$ cat src/rtl/rd_req_arbiter_pkg.sv
// Shared definitions for the read-request arbiter slice.
package rd_req_arbiter_pkg;

  typedef enum logic [1:0] {
    IDLE    = 2'd0,
    ISSUE   = 2'd1,
    RELEASE = 2'd2
  } arb_state_e;

  localparam logic CMD_READ = 1'b1;

endpackage

$ cat src/rtl/rd_req_arbiter_tag_fifo.sv
// Origin-tag FIFO: remembers which source issued each outstanding read.
module rd_tag_fifo #(
  parameter int unsigned DEPTH = 4,
  localparam int unsigned PW   = $clog2(DEPTH)
) (
  input  logic clk,
  input  logic rst_n,
  input  logic push,
  input  logic push_data,
  input  logic pop,
  output logic head,
  output logic not_empty,
  output logic full
);

  localparam logic [PW:0] FULL_CNT = (PW+1)'(DEPTH);

  logic [DEPTH-1:0] mem_q, mem_d;
  logic [PW-1:0]    wr_ptr_q, wr_ptr_d;
  logic [PW-1:0]    rd_ptr_q, rd_ptr_d;
  logic [PW:0]      count_q, count_d;
  logic             do_push, do_pop;

  assign not_empty = (count_q != '0);
  assign full      = (count_q == FULL_CNT);
  assign head      = not_empty ? mem_q[rd_ptr_q] : 1'b0;

  // Next-state: pointers wrap naturally because DEPTH is a power of two.
  always_comb begin
    do_pop   = pop && not_empty;
    do_push  = push && (!full || do_pop);
    mem_d    = mem_q;
    wr_ptr_d = wr_ptr_q;
    rd_ptr_d = rd_ptr_q;
    count_d  = count_q;
    if (do_push) begin
      mem_d[wr_ptr_q] = push_data;
      wr_ptr_d        = wr_ptr_q + 1'b1;
    end
    if (do_pop) begin
      rd_ptr_d = rd_ptr_q + 1'b1;
    end
    if (do_push && !do_pop) begin
      count_d = count_q + 1'b1;
    end else if (!do_push && do_pop) begin
      count_d = count_q - 1'b1;
    end
  end

  // State registers.
  always_ff @(posedge clk or negedge rst_n) begin
    if (!rst_n) begin
      mem_q    <= '0;
      wr_ptr_q <= '0;
      rd_ptr_q <= '0;
      count_q  <= '0;
    end else begin
      mem_q    <= mem_d;
      wr_ptr_q <= wr_ptr_d;
      rd_ptr_q <= rd_ptr_d;
      count_q  <= count_d;
    end
  end

endmodule

$ cat src/rtl/rd_req_arbiter.sv
// Two-source read-request arbiter with per-source pending slots and an
// origin-tag FIFO for routing read completions back to their source.
module rd_req_arbiter
  import rd_req_arbiter_pkg::*;
#(
  parameter int unsigned AWIDTH    = 32,
  parameter int unsigned TAG_DEPTH = 4
) (
  input  logic              aclk,
  input  logic              aresetn,
  input  logic [1:0]        s_wren,
  input  logic [AWIDTH-1:0] s0_addr,
  input  logic [AWIDTH-1:0] s1_addr,
  output logic [1:0]        s_busy,
  output logic [1:0]        drop_err,
  output logic              m_req,
  output logic [AWIDTH-1:0] m_addr,
  output logic              m_cmd,
  input  logic              m_ack,
  input  logic              m_rvalid,
  output logic              rsp_src,
  output logic              rsp_pending,
  output logic              rsp_err
);

  arb_state_e             state_q, state_d;
  logic [1:0]             slot_vld_q, slot_vld_d;
  logic [1:0][AWIDTH-1:0] slot_addr_q, slot_addr_d;
  logic                   grant_q, grant_d;
  logic                   last_grant_q, last_grant_d;
  logic [1:0]             drop_err_q, drop_err_d;
  logic                   rsp_err_q, rsp_err_d;
  logic [1:0]             clr;
  logic [1:0][AWIDTH-1:0] src_addr;
  logic                   tag_push, tag_full, tag_not_empty, tag_head;
  logic                   winner;

  assign src_addr = {s1_addr, s0_addr};

  // Slot bookkeeping, FSM next state and grant selection.
  always_comb begin
    state_d      = state_q;
    slot_vld_d   = slot_vld_q;
    slot_addr_d  = slot_addr_q;
    grant_d      = grant_q;
    last_grant_d = last_grant_q;
    drop_err_d   = '0;
    rsp_err_d    = m_rvalid && !tag_not_empty;
    tag_push     = 1'b0;
    clr          = '0;
    winner       = (slot_vld_q == 2'b11) ? ~last_grant_q : slot_vld_q[1];

    case (state_q)
      IDLE: begin
        if ((slot_vld_q != '0) && !tag_full) begin
          state_d      = ISSUE;
          grant_d      = winner;
          last_grant_d = winner;
        end
      end
      ISSUE: begin
        if (m_ack) begin
          state_d       = RELEASE;
          tag_push      = 1'b1;
          clr[grant_q]  = 1'b1;
        end
      end
      RELEASE: state_d = IDLE;
      default: state_d = IDLE;
    endcase

    // A strobe arriving on the clearing edge refills the slot instead of dropping.
    for (int unsigned i = 0; i < 2; i++) begin
      if (clr[i]) slot_vld_d[i] = 1'b0;
      if (s_wren[i]) begin
        if (!slot_vld_q[i] || clr[i]) begin
          slot_vld_d[i]  = 1'b1;
          slot_addr_d[i] = src_addr[i];
        end else begin
          drop_err_d[i] = 1'b1;
        end
      end
    end
  end

  // State registers.
  always_ff @(posedge aclk or negedge aresetn) begin
    if (!aresetn) begin
      state_q      <= IDLE;
      slot_vld_q   <= '0;
      slot_addr_q  <= '0;
      grant_q      <= 1'b0;
      last_grant_q <= 1'b1;
      drop_err_q   <= '0;
      rsp_err_q    <= 1'b0;
    end else begin
      state_q      <= state_d;
      slot_vld_q   <= slot_vld_d;
      slot_addr_q  <= slot_addr_d;
      grant_q      <= grant_d;
      last_grant_q <= last_grant_d;
      drop_err_q   <= drop_err_d;
      rsp_err_q    <= rsp_err_d;
    end
  end

  rd_tag_fifo #(
    .DEPTH(TAG_DEPTH)
  ) u_tag_fifo (
    .clk      (aclk),
    .rst_n    (aresetn),
    .push     (tag_push),
    .push_data(grant_q),
    .pop      (m_rvalid),
    .head     (tag_head),
    .not_empty(tag_not_empty),
    .full     (tag_full)
  );

  assign m_req       = (state_q == ISSUE);
  assign m_cmd       = (state_q == ISSUE) ? CMD_READ : 1'b0;
  assign m_addr      = (state_q == ISSUE) ? slot_addr_q[grant_q] : '0;
  assign s_busy      = slot_vld_q;
  assign drop_err    = drop_err_q;
  assign rsp_err     = rsp_err_q;
  assign rsp_src     = tag_head;
  assign rsp_pending = tag_not_empty;

endmodule

$ cat config.mk
export PLATFORM = sky130hd
export DESIGN_NAME = rd_req_arbiter
export DESIGN_NICKNAME = d
export VERILOG_FILES = /design/src/rtl/rd_req_arbiter_pkg.sv /design/src/rtl/rd_req_arbiter_tag_fifo.sv /design/src/rtl/rd_req_arbiter.sv
export SDC_FILE = /design/constraint.sdc
export NUM_CORES = 1
export LEC_CHECK = 0
export CAP_MARGIN = 20
export CORE_ASPECT_RATIO = 2
export CORE_MARGIN = 4
export CORE_UTILIZATION = 51
export DETAILED_ROUTE_END_ITERATION = 16
export PLACE_DENSITY = 0.84
export REMOVE_ABC_BUFFERS = 1
export SYNTH_ARGS = -nofsm -noshare
export SYNTH_HDL_FRONTEND = slang
export SYNTH_HIERARCHICAL = 1
export SYNTH_SLANG_ARGS = --single-unit
$ cat constraint.sdc
create_clock -name aclk -period 3.5 [get_ports aclk]
set_input_delay 0.525 -clock aclk [delete_from_list [all_inputs] [get_ports aclk]]
set_output_delay 0.525 -clock aclk [all_outputs]
set_load 0.005 [all_outputs]
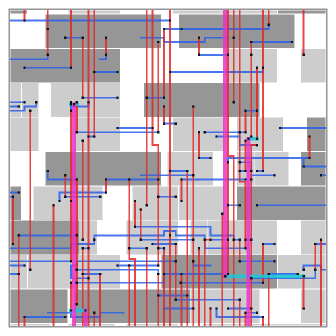
**Above:** run 1 (a small window of the routed layout).
Region (23, 27) to (48, 52) um. Cells in gray, sequential cells in the stronger gray; small squares are vias.
- blue: M1
- cyan: M3
- magenta: M4
- red: M2
- sequential cells in the window: 10
- most frequent: dfrtp_1 (10), mux2_4 (5)
- cells with their middle in the window: 30
- netlist names of flops here include: `slot_addr_q` (10)

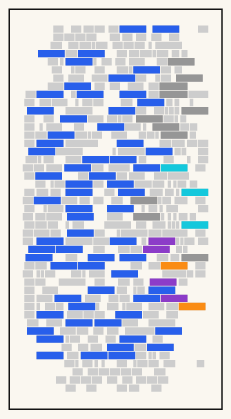
**Above:** run 1 (sequential cells grouped by signal name).
Drawn at 3 px/um. Other sequential cells in the stronger gray, the rest of the logic in the fainter gray.
- blue: `slot_addr_q` (flops 64)
- orange: `u_tag_fifo/rd_ptr_q` (flops 2)
- cyan: `u_tag_fifo/count_q` (flops 3)
- purple: `u_tag_fifo/mem_q` (flops 4)
- not colored: 11
Final Util: 71.8%
sequential share of cell area: 38.6%
Reg area: 2100 um2

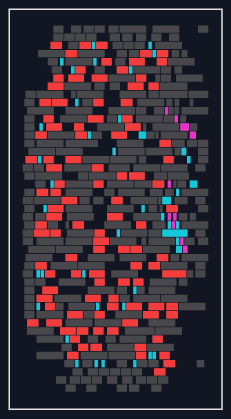
**Above:** run 1 (gate-type map).
Drawn at 3 px/um.
- red: mux cells (cells 103)
- cyan: nor cells (cells 43; where all over the die)
- magenta: nand cells (cells 10; where east)
Final Instance Count excl. Fillers: 500
most numerous logic cell after layout: clkdlybuf4s50_1
logic share of the area: 32.0%

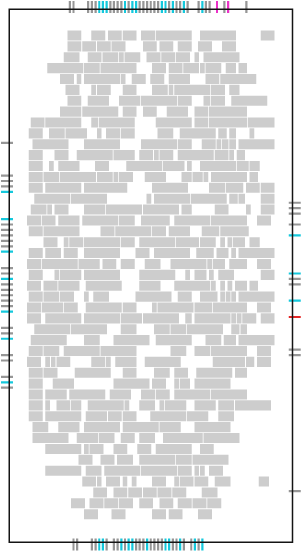
**Above:** run 1 (pin map).
Drawn at 4 px/um. Pins as bars across the die edge, other pins in gray.
- red: `m_rvalid` (pins 1; direction input; edge east)
- cyan: `m_addr` (pins 32; direction output; edge 11 south, 11 north, 7 west, 3 east)
- magenta: `s_busy` (pins 2; direction output; edge north)
Die Wd: 70.4 um
die height: 133 um

==> results_slide.txt, run 1 <==
Flow Results at a Glance

Layout
  • Largest reg by FF count: slot_addr_q
  • Area growth syn-to-layout: 37.2%
  • Largest registers: slot_addr_q (64), u_tag_fifo/mem_q (4), u_tag_fifo/count_q (3)
  • Max reg flops: 64
  • Share of layout cells above drive strength 1: 14.9%
  • Final instance area: 5460 um2
  • Layout Nets: 475
  • Logic area: 1750 um2
  • Number of fillers in the final layout: 531

Critical path
  • Reg-to-reg slack, setup: 1180 ps
  • WS Path Type: flop to primary output
  • Worst EP required: 2970 ps
  • CP endpoint kind: primary output
  • Nature of the critical path startpoint: flop
  • CP max-delay cell: dfrtp_2
  • Critical Path Sink: m_addr[8]
  • Crit-path max FO: 20
  • Reg2reg end: slot_addr_q[31]
  • Origin of the critical flop-to-flop path: grant_q
  • Slowest Stage Delay on Critical Path: 720 ps

Clock network
  • Hold_buf cts: 0
  • CTS clk-pin slew, worst paths: 60 ps
  • H-tree depth: 3
  • Setup bufs post-CTS: 0
  • CTS tree: yes
  • Num CTS Buffers: 9
  • Post-CTS resize count: 0

Pwr
  • Maximum vdd drop: 0.000504 V
  • Total power: 4.78 mW

Routing
  • DRT antenna net count: 0
  • Total number of vias: 2610
  • Routed len/inst: 18.3 um
  • Final WL: 9160 um

Final timing
  • Final worst slack: 877 ps
  • Final Hold Vio Count: 0
  • Final max-slew violation count: 0
  • Worst-Margin Slew: 558 ps
  • Hold slack: 28.7 ps
  • Period minus WS final: 2620 ps
  • Slew headroom: 62.8%
  • Maximum clock rate: 381 MHz
  • RSZ-0062 raised after global routing: false
  • # setup viols final: 0

Placement
  • Port bufs: 110
  • Placed cell count: 481
  • Final HPWL DP: 6500 um

Global route
  • Antenna violations before repair: 2
  • First-pass GRT wire length: 14700 um
  • Grt total ovfl: 0

Synthesis
  • Syn. warnings: 6
  • Share of synthesized registers carrying an async set or reset: 100%
  • MUX share of area: 31.3%
  • Main flop type: dfrtp_1
  • Syn Inst Count: 287
  • Top-area cell share: 52.3%
  • Top cells by count, synth: dfrtp_1, mux2_1, nor2_1
  • Yosys top cell by area: dfrtp_1
  • Seq cells post-synth: 84
  • Simple-Gate Area Share: 7.24%
  • Avg Inst Size Synth: 13.9 um2
  • Cell area leaders: dfrtp_1, mux2_4, mux2_1
  • Yosys stat chip area: 3980 um2

Min path
  • Hold WC Path Type: input pin to async pin

Floorplanning
  • Core Area: 7600 um2
  • IO Pins: 111

Run
  • Max-cap viol count: 0

Outcome
  • Outcome: complete, no violations
## run 1: cell type report
type                            count  area share [%]
Timing Repair Buffer              116            21.6
Inverter                            5           0.344
Tap cell                           94            2.16
Sequential cell                    84            38.6
Clock buffer                       11            4.27
Antenna cell                        2          0.0917
Multi-Input combinational cell    183            32.0
Clock inverter                      5           0.963
## run 1: metal layers
metal | track usage, % | wire length (um) | up-vias | part of all wire (%)
met2 | 36.6 | 5220 | 75 | 57
met5 | 0 | 0 | - | 0
met1 | 21.7 | 3210 | 1299 | 35
met3 | 3.80 | 328 | 24 | 3.6
li1 | - | - | 1212 | -
met4 | 13.8 | 401 | 0 | 4.4
## run 1: power breakdown
part           internal (mW)  switching [mW]  total (mW)
clock                  0.549           0.367       0.916
sequential              1.46           0.354        1.81
combinational           1.28           0.771        2.05
**Run 1: congestion heat map**

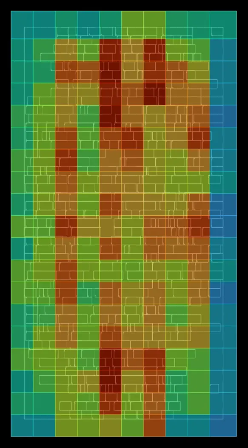

## Run 2: what changed since run 1
--- a/config.mk
+++ b/config.mk
@@ -8,9 +8,9 @@
 export CAP_MARGIN = 20
 export CORE_ASPECT_RATIO = 2
 export CORE_MARGIN = 4
-export CORE_UTILIZATION = 51
+export CORE_UTILIZATION = 43
 export DETAILED_ROUTE_END_ITERATION = 16
-export PLACE_DENSITY = 0.84
+export PLACE_DENSITY = 0.76
 export REMOVE_ABC_BUFFERS = 1
 export SYNTH_ARGS = -nofsm -noshare
 export SYNTH_HDL_FRONTEND = slang
==> constraint.sdc (replaced) <==
create_clock -name aclk -period 2.4 [get_ports aclk]
set_input_delay 0.36 -clock aclk [delete_from_list [all_inputs] [get_ports aclk]]
set_output_delay 0.36 -clock aclk [all_outputs]
set_load 0.005 [all_outputs]
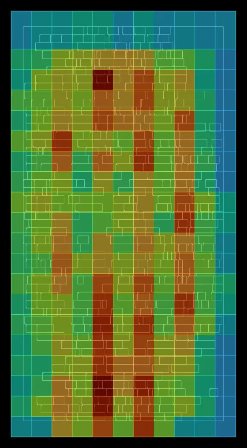
**Above:** run 2 (congestion heat map).
all-layer global routing usage: 17.5%
met2 usage: 33.7%
grt met3 use: 2.99%
Final Util: 61.5%

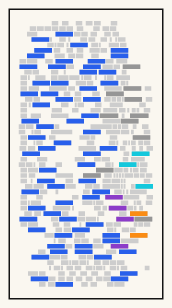
**Above:** run 2 (sequential cells grouped by signal name).
Drawn at 2 px/um. Other sequential cells in the stronger gray, the rest of the logic in the fainter gray.
- cyan: `u_tag_fifo/count_q` (flops 3)
- purple: `u_tag_fifo/mem_q` (flops 4)
- blue: `slot_addr_q` (flops 64)
- orange: `u_tag_fifo/rd_ptr_q` (flops 2)
- not colored: 11
sequential share of cell area: 38.0%
Seq. pwr: 2.55 mW

==> run 2 against run 1 <==
  * Register-to-register slack lost 1000 ps
  * Sequential cell count unchanged
  * Clock-buffer cell count is 1 higher
  * Worst hold slack got worse by 24 ps
  * Combinational power up about 50%
  * Largest power group unchanged
==> results_slide.txt, run 2 <==
Flow Results at a Glance

Critical path
  • WS Path Type: flop to primary output (unchanged)
  • Nature of the critical path startpoint: flop (unchanged)
  • Critical Path Sink: m_addr[18] (was m_addr[8])
  • Slowest Stage Delay on Critical Path: 540 ps (was 720 ps)

Final timing
  • Hold slack: 5.16 ps (was 28.7 ps)
  • Final max-slew violation count: 0 (unchanged)
  • Final worst slack: 95.8 ps (was 877 ps)
  • Slew headroom: 64.2% (was 62.8%)
  • Worst-Margin Slew: 537 ps (was 558 ps)
  • # setup viols final: 0 (unchanged)
  • Final Hold Vio Count: 0 (unchanged)
  • Maximum clock rate: 434 MHz
  • RSZ-0062 raised after global routing: false (unchanged)

Synthesis
  • Syn. warnings: 6 (unchanged)
  • Top cells by count, synth: dfrtp_1, mux2_1, nor2_1 (unchanged)
  • Cell area leaders: dfrtp_1, mux2_4, mux2_1 (unchanged)
  • Simple-Gate Area Share: 7.24% (unchanged)
  • Yosys top cell by area: dfrtp_1 (unchanged)
  • MUX share of area: 31.3% (unchanged)
  • Syn Inst Count: 287 (unchanged)

Global route
  • Grt total ovfl: 0 (unchanged)
  • Busiest layer in global routing: met2 (unchanged)

Clock network
  • Num CTS Buffers: 9 (unchanged)
  • CTS clk-pin slew, worst paths: 60 ps (about the same)
  • CTS tree: yes (unchanged)
  • Hold_buf cts: 0 (unchanged)

Pwr
  • Part of the power in combinational logic: 43.4% (was 42.9%)
  • NetSw: 2.15 mW (was 1.49 mW)
  • Seq pwr share: 35.9% (was 37.9%)
  • Internal: 4.97 mW (was 3.29 mW)

Layout
  • Layout Nets: 481 (was 475)
  • Max reg flops: 64 (unchanged)
  • Most numerous logic cell after layout: clkdlybuf4s50_1 (unchanged)
  • Area growth syn-to-layout: 39.5% (was 37.2%)

Routing
  • Metal3 WL: 284 um (was 328 um)
  • Final WL: 9280 um (was 9160 um)
  • Met2 wire length: 5370 um (was 5220 um)

Floorplanning
  • Die Wd: 76.0 um (was 70.4 um)
  • Die height: 144 um (was 133 um)

Min path
  • Hold WC Path Type: input pin to async pin (unchanged)

Outcome
  • Outcome: complete, no violations (unchanged)

Placement
  • Port bufs: 110 (unchanged)
  • Final HPWL DP: 6770 um (was 6500 um)
run 2: cell count changes in the layout (fill, tap and decap cells not counted):
cell       before  now
buf_4           5   10
buf_12          1    3
clkinv_2        3    1
diode_2         2    0
buf_16          1    0
bufinv_16       1    2
clkbuf_8        0    1
run 2: final cells by class:
type	count	share of cell area, %
sequential	84	38.0
multi-input combinational	183	31.5
timing repair buffer	122	22.1
clock buffer	12	4.45
tap	102	2.30
clock inverter	4	1.31
inverter	5	0.339
run 2: worst max-delay path, delay by kind of cell (launching register included):
kind / cells / cell delay, ps
simple gates: 2 / 390
buf+inv: 2 / 820
flops: 1 / 410
run 2: stage by stage:
step | setup TNS [ps] | instances
after global routing | 0 | 512
after CTS | 0 | 512
after floorplan | -40990 | 272
after global placement | 0 | 496
after detailed placement | 0 | 496
final | 0 | 512
**Run 2: a small window of the routed layout**

Region (25, 31) to (50, 56) um. Cells in gray, sequential cells in the stronger gray; small squares are vias.
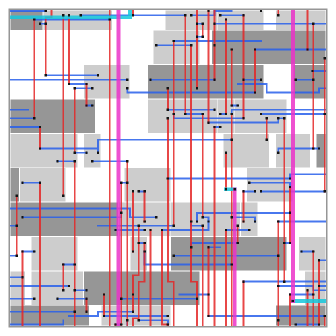

## Run 3: what changed since run 2
--- a/config.mk
+++ b/config.mk
@@ -5,12 +5,13 @@
 export SDC_FILE = /design/constraint.sdc
 export NUM_CORES = 1
 export LEC_CHECK = 0
+export ABC_AREA = 1
 export CAP_MARGIN = 20
 export CORE_ASPECT_RATIO = 2
 export CORE_MARGIN = 4
-export CORE_UTILIZATION = 43
+export CORE_UTILIZATION = 44
 export DETAILED_ROUTE_END_ITERATION = 16
-export PLACE_DENSITY = 0.76
+export PLACE_DENSITY = 0.77
 export REMOVE_ABC_BUFFERS = 1
 export SYNTH_ARGS = -nofsm -noshare
 export SYNTH_HDL_FRONTEND = slang
==> constraint.sdc (replaced) <==
create_clock -name aclk -period 1.9 [get_ports aclk]
set_input_delay 0.285 -clock aclk [delete_from_list [all_inputs] [get_ports aclk]]
set_output_delay 0.285 -clock aclk [all_outputs]
set_load 0.005 [all_outputs]
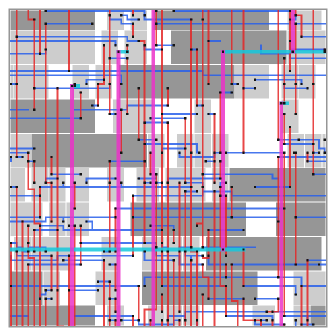
**Above:** run 3 (a small window of the routed layout).
Region (25, 31) to (50, 56) um. Cells in gray, sequential cells in the stronger gray; small squares are vias.
- cyan: M3
- red: M2
- blue: M1
- magenta: M4
- sequential cells in the window: 11
- netlist names of flops here include: `slot_addr_q` (7)
- cells with their middle in the window: 56
- most frequent: nand2_1 (28), dfrtp_1 (10), nand3_1 (6)

==> run 3 against run 2 <==
  * Clock skew is 3.5 ps higher
  * Combinational power grew about 30%
  * The run now ends with negative setup slack left
  * First-iteration DRC count rose to 3.1 times the previous value
  * Power rose by 23%
  * Worst hold slack better by 430 ps
  * Critical path type unchanged
  * Clock power increased by 9%
  * Highest routed layer unchanged
  * Synthesized cell count increased by 75%
  * Clock-buffer cell count decreased by 2
  * Sequential cell count did not move
==> results_slide.txt, run 3 <==
Flow Results at a Glance

Synthesis
  • Avg Inst Size Synth: 8.06 um2 (was 13.9 um2)
  • MUX share of area: 0% (was 31.3%)
  • Top cells by count, synth: nand2_1, dfrtp_1, nand3_1 (was dfrtp_1, mux2_1, nor2_1)
  • Yosys stat chip area: 4050 um2 (was 3980 um2)

Pwr
  • Clk. pwr: 1.62 mW (was 1.48 mW)
  • Clock Power Share: 18.6% (was 20.8%)
  • Total power: 8.73 mW (was 7.11 mW)
  • Combinational power: 4.00 mW (was 3.08 mW)
  • Internal: 5.33 mW (was 4.97 mW)
  • NetSw: 3.41 mW (was 2.15 mW)
  • Seq. pwr: 3.11 mW (was 2.55 mW)
  • Biggest consumer: combinational cells (unchanged)

Critical path
  • Origin of the critical flop-to-flop path: state_q[1] (was u_tag_fifo/count_q[0])
  • Worst Path Buf+Inv: 3 (was 2)
  • Top delay family on crit path: buffers and inverters (unchanged)
  • Nature of the critical path startpoint: flop (unchanged)
  • Slowest Stage Delay on Critical Path: 530 ps (was 540 ps)
  • Worst EP required: 1620 ps (was 2040 ps)

Outcome
  • Outcome: finished with violations (was complete, no violations)
  • Failing checks: negative setup slack

Clock network
  • Post-CTS resize count: 40 (was 0)
  • H-tree depth: 3 (unchanged)
  • Hold_buf cts: 1 (was 0)
  • Setup bufs post-CTS: 2 (was 0)

Layout
  • Layout Nets: 706 (was 481)
  • Number of fillers in the final layout: 769 (was 737)
  • Largest reg by FF count: slot_addr_q (unchanged)
  • Logic area: 1760 um2 (was 1750 um2)
  • Most numerous logic cell after layout: nand2_1 (was clkdlybuf4s50_1)
  • Max reg flops: 64 (unchanged)
  • Share of layout cells above drive strength 1: 14.3% (was 16.1%)
  • Final Instance Count excl. Fillers: 737 (was 512)
  • Reg area: 2100 um2 (unchanged)

Final timing
  • Final max-slew violation count: 0 (unchanged)
  • Period minus WS final: 2090 ps
  • Final worst slack: -186 ps (was 95.8 ps)
  • # setup viols final: 1 (was 0)
  • Total negative slack: -186 ps (was 0 ps)

Floorplanning
  • Die height: 144 um (about the same)
  • Core Area: 9010 um2 (unchanged)

Routing
  • DRT antenna net count: 0 (unchanged)
  • Metal-1 WL: 4300 um (was 3400 um)
  • Total number of vias: 3879 (was 2597)

Run
  • Max-cap viol count: 0 (unchanged)
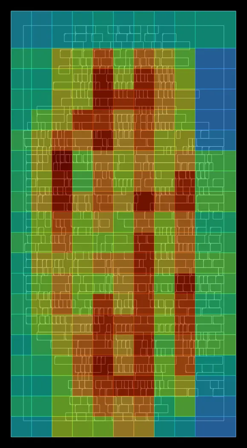
**Above:** run 3 (congestion heat map).
met2 usage: 41.6%
grt met3 use: 2.73%
routed len/inst: 16.3 um
busiest layer in global routing: met2

run 3: worst paths after layout:
| path | to | slack [ps] | depth (start not counted) |
|---|---|---|---|
| worst max-delay path | m_addr[14] | -190 | 5 |
| worst min-delay path | u_tag_fifo/count_q[0] | 430 | 2 |
| worst max register to register | u_tag_fifo/count_q[2] | 50 | 11 |
| worst min register to register | slot_addr_q[17] | 470 | 2 |
| max in group asynchronous | last_grant_q | 830 | 3 |
| min in group aclk | slot_addr_q[17] | 470 | 2 |
run 3: cell type report:
cell class | instances | share of cell area (%)
sequential | 84 | 36.2
clock inverter | 6 | 0.689
timing repair buffer | 149 | 25.3
inverter | 17 | 1.14
multi-input combinational | 369 | 30.3
tap | 102 | 2.20
clock buffer | 10 | 4.11
Power and IR drop assume default switching activity.
